Fig. 1: run 1, metal 2
Scale: 4 px per um.
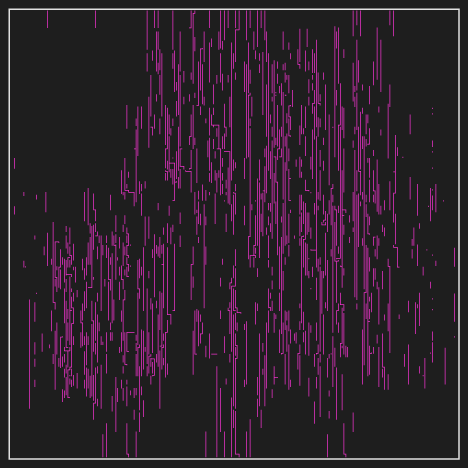
Fig. 2: run 1, met1 routing
Scale: 4 px per um. Supply wires on this layer in gray. Cells faint in the background.
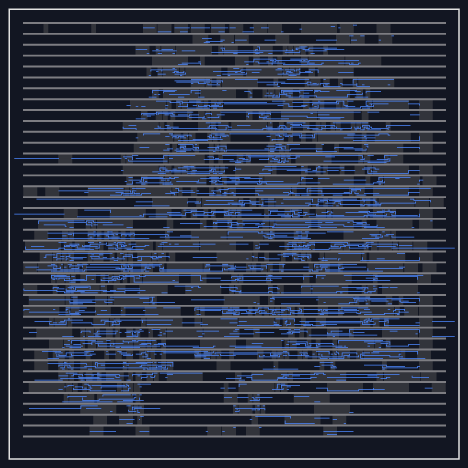
Fig. 3: run 1, metal 3
Scale: 4 px per um. Cells faint in the background.
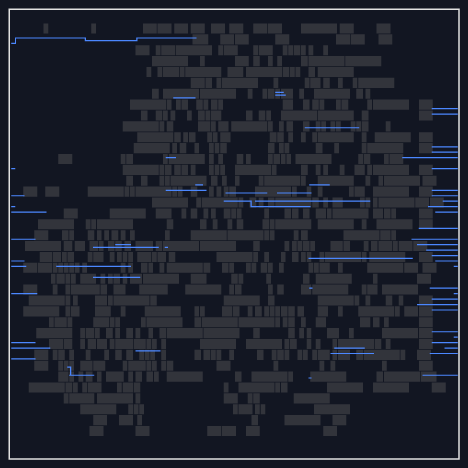
Fig. 4: run 1, congestion heat map
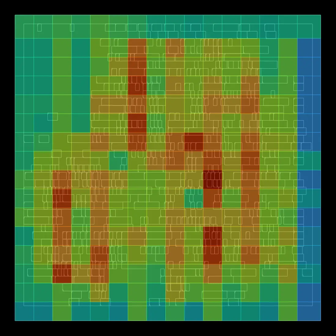
--- src/rtl/coarse_gain_pkg.sv ---
// Shared definitions for the coarse gain stage: ramp FSM states, clamp
// constants and the divider width helper.
package coarse_gain_pkg;

  typedef enum logic {
    ST_IDLE = 1'b0,
    ST_RAMP = 1'b1
  } ramp_state_e;

  // Largest positive two's complement value for a w-bit sample
  function automatic logic [63:0] clamp_max(input int unsigned w);
    return (64'd1 << (w - 1)) - 64'd1;
  endfunction

  // Most negative two's complement value for a w-bit sample (bit pattern)
  function automatic logic [63:0] clamp_min(input int unsigned w);
    return 64'd1 << (w - 1);
  endfunction

  // Ceiling log2, used to size the ramp divider
  function automatic int unsigned clog2(input int unsigned n);
    int unsigned r;
    r = 0;
    for (longint unsigned v = 1; v < longint'(n); v = v << 1) begin
      r++;
    end
    return r;
  endfunction

endpackage

--- src/rtl/coarse_gain_sat_shifter.sv ---
// One-channel combinational power-of-two shifter.
// With COARSE_GAIN_SAT_EN defined the result clamps on overflow and the
// overflow flag is reported; otherwise the result wraps and the flag is 0.
module sat_shifter
  import coarse_gain_pkg::*;
#(
  parameter int unsigned WIDTH   = 16,
  parameter int unsigned SHIFT_W = 3
) (
  input  logic [WIDTH-1:0]   data_i,
  input  logic [SHIFT_W-1:0] shift_i,
  output logic [WIDTH-1:0]   data_o,
  output logic               ovf_o
);

`ifdef COARSE_GAIN_SAT_EN
  localparam int unsigned    MAX_SHIFT = (1 << SHIFT_W) - 1;
  localparam int unsigned    EXT_W     = WIDTH + MAX_SHIFT;
  localparam logic [WIDTH-1:0] POS_MAX = WIDTH'(clamp_max(WIDTH));
  localparam logic [WIDTH-1:0] NEG_MIN = WIDTH'(clamp_min(WIDTH));

  logic             sign;
  logic             ovf;
  logic [EXT_W-1:0] ext;
  logic [EXT_W-1:0] shifted;

  // Shift a sign-extended copy; any upper bit differing from the sign means overflow
  always_comb begin
    sign    = data_i[WIDTH-1];
    ext     = {{MAX_SHIFT{sign}}, data_i};
    shifted = ext << shift_i;
    ovf     = (shifted[EXT_W-1:WIDTH-1] != {(MAX_SHIFT + 1){sign}});
    data_o  = ovf ? (sign ? NEG_MIN : POS_MAX) : shifted[WIDTH-1:0];
    ovf_o   = ovf;
  end
`else
  // Plain wrap-around shift
  always_comb begin
    data_o = data_i << shift_i;
    ovf_o  = 1'b0;
  end
`endif

endmodule

--- src/rtl/coarse_gain_stage.sv ---
// Multi-channel pipelined coarse gain stage with ramped shift changes.
// Optional saturation and sticky sat_o flags are enabled by COARSE_GAIN_SAT_EN.
module coarse_gain_stage
  import coarse_gain_pkg::*;
#(
  parameter int unsigned WIDTH    = 16,
  parameter int unsigned CHANNELS = 2,
  parameter int unsigned SHIFT_W  = 3,
  parameter int unsigned RAMP_DIV = 1024
) (
  input  logic                      clk_i,
  input  logic                      rstn_i,
  input  logic [CHANNELS*WIDTH-1:0] data_i,
  input  logic                      valid_i,
  output logic [CHANNELS*WIDTH-1:0] data_o,
  output logic                      valid_o,
  input  logic [SHIFT_W-1:0]        shift_i,
  input  logic                      shift_we_i,
  output logic [SHIFT_W-1:0]        shift_cur_o,
  output logic                      shift_busy_o,
  output logic [CHANNELS-1:0]       sat_o,
  input  logic                      sat_clr_i
);

  localparam int unsigned      DIV_W    = (clog2(RAMP_DIV) < 1) ? 1 : clog2(RAMP_DIV);
  localparam logic [DIV_W-1:0] DIV_LAST = DIV_W'(RAMP_DIV - 1);

  ramp_state_e               state_q, state_d;
  logic [SHIFT_W-1:0]        target_q, target_d;
  logic [SHIFT_W-1:0]        shift_cur_q, shift_cur_d;
  logic [DIV_W-1:0]          div_q, div_d;
  logic                      busy_q, busy_d;

  logic [CHANNELS*WIDTH-1:0] s1_data_q, s1_data_d;
  logic [SHIFT_W-1:0]        s1_shift_q, s1_shift_d;
  logic                      s1_valid_q, s1_valid_d;
  logic [CHANNELS*WIDTH-1:0] out_data_q, out_data_d;
  logic                      out_valid_q, out_valid_d;

  logic [CHANNELS*WIDTH-1:0] shifted;
  logic [CHANNELS-1:0]       ovf;

  // Ramp FSM: walk shift_cur one step per RAMP_DIV cycles toward the target.
  // A retarget uses the new value immediately, so the step direction and the
  // completion test both look at target_d rather than target_q.
  always_comb begin
    state_d     = state_q;
    target_d    = target_q;
    div_d       = div_q;
    shift_cur_d = shift_cur_q;
    case (state_q)
      ST_IDLE: begin
        if (shift_we_i && (shift_i != shift_cur_q)) begin
          target_d = shift_i;
          div_d    = '0;
          state_d  = ST_RAMP;
        end
      end
      ST_RAMP: begin
        if (shift_we_i) begin
          target_d = shift_i;
        end
        if (target_d == shift_cur_q) begin
          state_d = ST_IDLE;
        end else if (div_q == DIV_LAST) begin
          div_d       = '0;
          shift_cur_d = (target_d > shift_cur_q) ? shift_cur_q + SHIFT_W'(1)
                                                 : shift_cur_q - SHIFT_W'(1);
          if (shift_cur_d == target_d) begin
            state_d = ST_IDLE;
          end
        end else begin
          div_d = div_q + DIV_W'(1);
        end
      end
      default: state_d = ST_IDLE;
    endcase
    busy_d = (state_d == ST_RAMP);
  end

  // Two-stage datapath: capture sample with its shift, then register the scaled result
  always_comb begin
    s1_valid_d  = valid_i;
    s1_data_d   = valid_i ? data_i : s1_data_q;
    s1_shift_d  = valid_i ? shift_cur_q : s1_shift_q;
    out_valid_d = s1_valid_q;
    out_data_d  = s1_valid_q ? shifted : out_data_q;
  end

  for (genvar k = 0; k < CHANNELS; k++) begin : g_ch
    sat_shifter #(
      .WIDTH  (WIDTH),
      .SHIFT_W(SHIFT_W)
    ) u_shift (
      .data_i (s1_data_q[k*WIDTH +: WIDTH]),
      .shift_i(s1_shift_q),
      .data_o (shifted[k*WIDTH +: WIDTH]),
      .ovf_o  (ovf[k])
    );
  end

  // State and pipeline registers
  always_ff @(posedge clk_i or negedge rstn_i) begin
    if (!rstn_i) begin
      state_q     <= ST_IDLE;
      target_q    <= '0;
      shift_cur_q <= '0;
      div_q       <= '0;
      busy_q      <= 1'b0;
      s1_data_q   <= '0;
      s1_shift_q  <= '0;
      s1_valid_q  <= 1'b0;
      out_data_q  <= '0;
      out_valid_q <= 1'b0;
    end else begin
      state_q     <= state_d;
      target_q    <= target_d;
      shift_cur_q <= shift_cur_d;
      div_q       <= div_d;
      busy_q      <= busy_d;
      s1_data_q   <= s1_data_d;
      s1_shift_q  <= s1_shift_d;
      s1_valid_q  <= s1_valid_d;
      out_data_q  <= out_data_d;
      out_valid_q <= out_valid_d;
    end
  end

`ifdef COARSE_GAIN_SAT_EN
  logic [CHANNELS-1:0] sat_q, sat_d;

  // Sticky flags; a new clamp in the same cycle as a clear keeps the flag set
  always_comb begin
    sat_d = (sat_clr_i ? '0 : sat_q) | (s1_valid_q ? ovf : '0);
  end

  // Saturation flag register
  always_ff @(posedge clk_i or negedge rstn_i) begin
    if (!rstn_i) begin
      sat_q <= '0;
    end else begin
      sat_q <= sat_d;
    end
  end

  assign sat_o = sat_q;
`else
  logic sat_unused;
  assign sat_unused = sat_clr_i | (|ovf);
  assign sat_o      = '0;
`endif

  assign data_o       = out_data_q;
  assign valid_o      = out_valid_q;
  assign shift_cur_o  = shift_cur_q;
  assign shift_busy_o = busy_q;

endmodule

--- config.mk ---
export PLATFORM = sky130hd
export DESIGN_NAME = coarse_gain_stage
export DESIGN_NICKNAME = d
export VERILOG_FILES = /design/src/rtl/coarse_gain_pkg.sv /design/src/rtl/coarse_gain_sat_shifter.sv /design/src/rtl/coarse_gain_stage.sv
export SDC_FILE = /design/constraint.sdc
export NUM_CORES = 1
export LEC_CHECK = 0
export ABC_AREA = 1
export CORE_MARGIN = 3
export CORE_UTILIZATION = 40
export CTS_BUF_LIST = sky130_fd_sc_hd__clkbuf_16
export CTS_CLUSTER_DIAMETER = 40
export DETAILED_ROUTE_END_ITERATION = 10
export PLACE_DENSITY_LB_ADDON = 0.25
export SLEW_MARGIN = 20
export SYNTH_ARGS = -nofsm -noshare
export SYNTH_HDL_FRONTEND = slang
export SYNTH_SLANG_ARGS = --single-unit
--- constraint.sdc ---
create_clock -name clk_i -period 7 [get_ports clk_i]
set_input_delay 1.4 -clock clk_i [delete_from_list [all_inputs] [get_ports clk_i]]
set_output_delay 1.4 -clock clk_i [all_outputs]
set_load 0.005 [all_outputs]
==> impl_summary.log, run 1 <==
[report] implementation figures
[metrics] Met1 Routed Length: 5.08 mm
[metrics] flip-flops with a built-in enable: 0
[metrics] FF/Latch Area: between 0.002 and 0.0025 sq mm
[metrics] leakage: 2.63 nW
[metrics] sum of met3 wire segment lengths after detailed routing: around 500 um
[metrics] Top Consumer: sequential cells
[metrics] arrival time of data at the critical path endpoint: 4.09 ns
[metrics] timing-limited maximum frequency: 261 MHz
[metrics] share of cell area taken by flip-flops and latches: between 30 and 40%
[metrics] Internal Pwr Total: 0.903 mW
[metrics] clock power share: about 33%
[metrics] pin count of the biggest net entering global routing: 87
[metrics] number of gates on the worst path with buffers counted: 16
[metrics] total of flip-flops plus latches after synthesis: 86
[metrics] total half-perimeter wirelength after legalization and detailed placement: 7.57 mm
[metrics] max-cap violation count: 0
[metrics] list of cells traversed by the critical path: clkdlybuf4s50_1, o21ai_0, inv_1, ha_1, a21oi_1, nand2_1, nand2_1, inv_1, fa_1, xnor2_1, inv_1, nand2_1, nand2_1, nand2_1, nand2_1, a21oi_1
[metrics] result of the run: complete, no violations
[metrics] Synth Cell Area: 0.00450 sq mm
[metrics] number of nets in the final layout: between 600 and 700
[metrics] endpoint of the worst-slack reg-to-reg timing path: shift_busy_o
[metrics] area of the die: 0.0126 sq mm
About Fig. 1:
The layer carries 4,770 um of wire. The layer holds 46% of the routed length. 544 nets have wire on it. The longest straight run is 38.1 um.
Routed WL: 10.5 mm
vias post-DR: 3,869

About Fig. 2:
592 nets have wire on it. The longest straight run is 35.0 um. The wires run mostly horizontal. The layer holds 49% of the routed length. The layer carries 5,080 um of wire.
met1 layer usage reported by global route: 24.8%

About Fig. 3:
57 nets have wire on it. The longest straight run is 28.5 um. The wires run mostly horizontal. The layer carries 505 um of wire. The layer holds 4.8% of the routed length.
met3 routing resource usage after global routing: 2.96%

About Fig. 4:
end-of-flow core utilization: 50.6%
All-Layer GR Usage: 17.2%

==> run 2, diff against run 1 <==
Clock period 7 ns to 3.6 ns, I/O delays scaled along.
==> run 2 against run 1 <==
Net effect:
- clock power is 130% higher
- worst hold slack lost 0.0054 ns
- sequential power is 95% higher
==> impl_summary.log, run 2 <==
[report] implementation figures
[metrics] result of the run: complete, no violations
[metrics] list of cells traversed by the critical path: clkdlybuf4s50_1, o21ai_0, inv_1, ha_1, a21oi_1, nand2_1, nand2_1, inv_1, fa_1, xnor2_1, inv_1, nand2_1, nand2_1, nand2_1, nand2_1, a21oi_1
[metrics] Top Consumer: sequential cells
[metrics] area of the die: 0.0126 sq mm (unchanged)
[metrics] setup_tns: 0 ns
[metrics] worst supply voltage drop on vdd: 0.243 mV
[metrics] pin count of the biggest net entering global routing: 87 (unchanged)
[metrics] FF/Latch Area: 0.00215 sq mm (unchanged)
[metrics] total of flip-flops plus latches after synthesis: 86 (unchanged)
[metrics] Slowest-stage cell, CP: sky130_fd_sc_hd__clkdlybuf4s50_1
[metrics] timing-limited maximum frequency: 320 MHz
[metrics] end-of-flow core utilization: 51.2% (+0.57 points)
[metrics] most crowded layer after global routing: met2
[metrics] arrival time of data at the critical path endpoint: 3.38 ns (-0.71 ns)
[metrics] fraction of registers with async set or reset after synthesis: 100%
[metrics] footprint of the multi-input gates: 0.00197 sq mm
[metrics] total half-perimeter wirelength after legalization and detailed placement: 7.63 mm (+0.84%)
[metrics] All-Layer GR Usage: 17.2% (-0.054 points)
[metrics] flip-flops with a built-in enable: 0 (unchanged)
[metrics] clock tree from TritonCTS: built
[metrics] Internal Pwr Total: 1.90 mW (+110%)
[metrics] sum of met3 wire segment lengths after detailed routing: 449 um (-11%)
[metrics] max-cap violation count: 0 (unchanged)
[metrics] clock power share: 36.4% (+3.7 points)
[metrics] H-tree levels: 3
[metrics] number of gates on the worst path with buffers counted: 16 (unchanged)
[metrics] Met1 Routed Length: 5.07 mm (-0.24%)
[metrics] endpoint of the worst-slack reg-to-reg timing path: shift_busy_o
[metrics] share of synthesized area spent on multiplexers: between 1 and 1.5%
[metrics] Synth Cell Area: 0.00450 sq mm (unchanged)
[metrics] share of cell area taken by flip-flops and latches: 38.5% (-0.43 points)
[metrics] Detail Route Antenna Nets: 0
[metrics] horizontal die dimension: between 100 and 150 um
[metrics] Worst-path clk slew: 0.06 ns
[metrics] diode count: 0
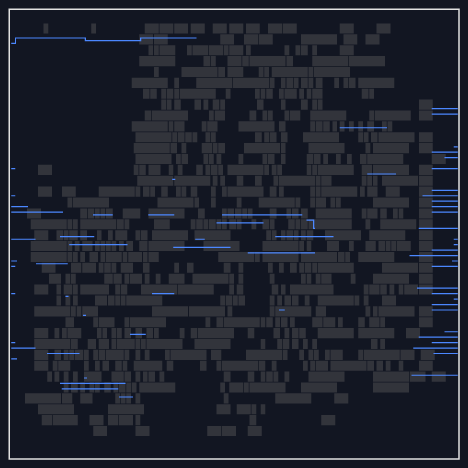
Fig. 5. Metal 3 (run 2).
Scale: 4 px per um. Cells faint in the background.
57 nets have wire on it. The longest straight run is 19.8 um. The layer carries 450 um of wire. The layer holds 4.3% of the routed length. The wires run mostly horizontal.
Routed WL: 10.5 mm
vias post-DR: 3,885
met3 routing resource usage after global routing: 2.80%

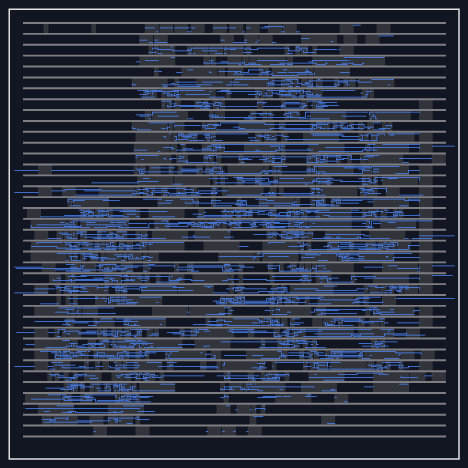
Fig. 6. Met1 routing (run 2).
Scale: 4 px per um. Supply wires on this layer in gray. Cells faint in the background.
The layer holds 48% of the routed length. The layer carries 5,070 um of wire. The wires run mostly horizontal.
met1 layer usage reported by global route: 24.1%

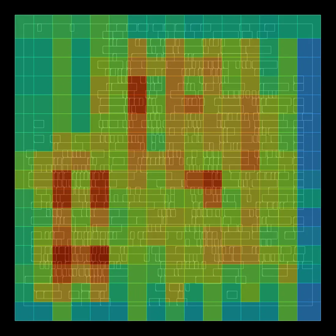
Fig. 7. Congestion heat map (run 2).
met2 demand-to-capacity share in global routing: 27.5%
average wire per standard cell: 13.5 um

No activity file was given, so power comes from the tool's default toggle rates.
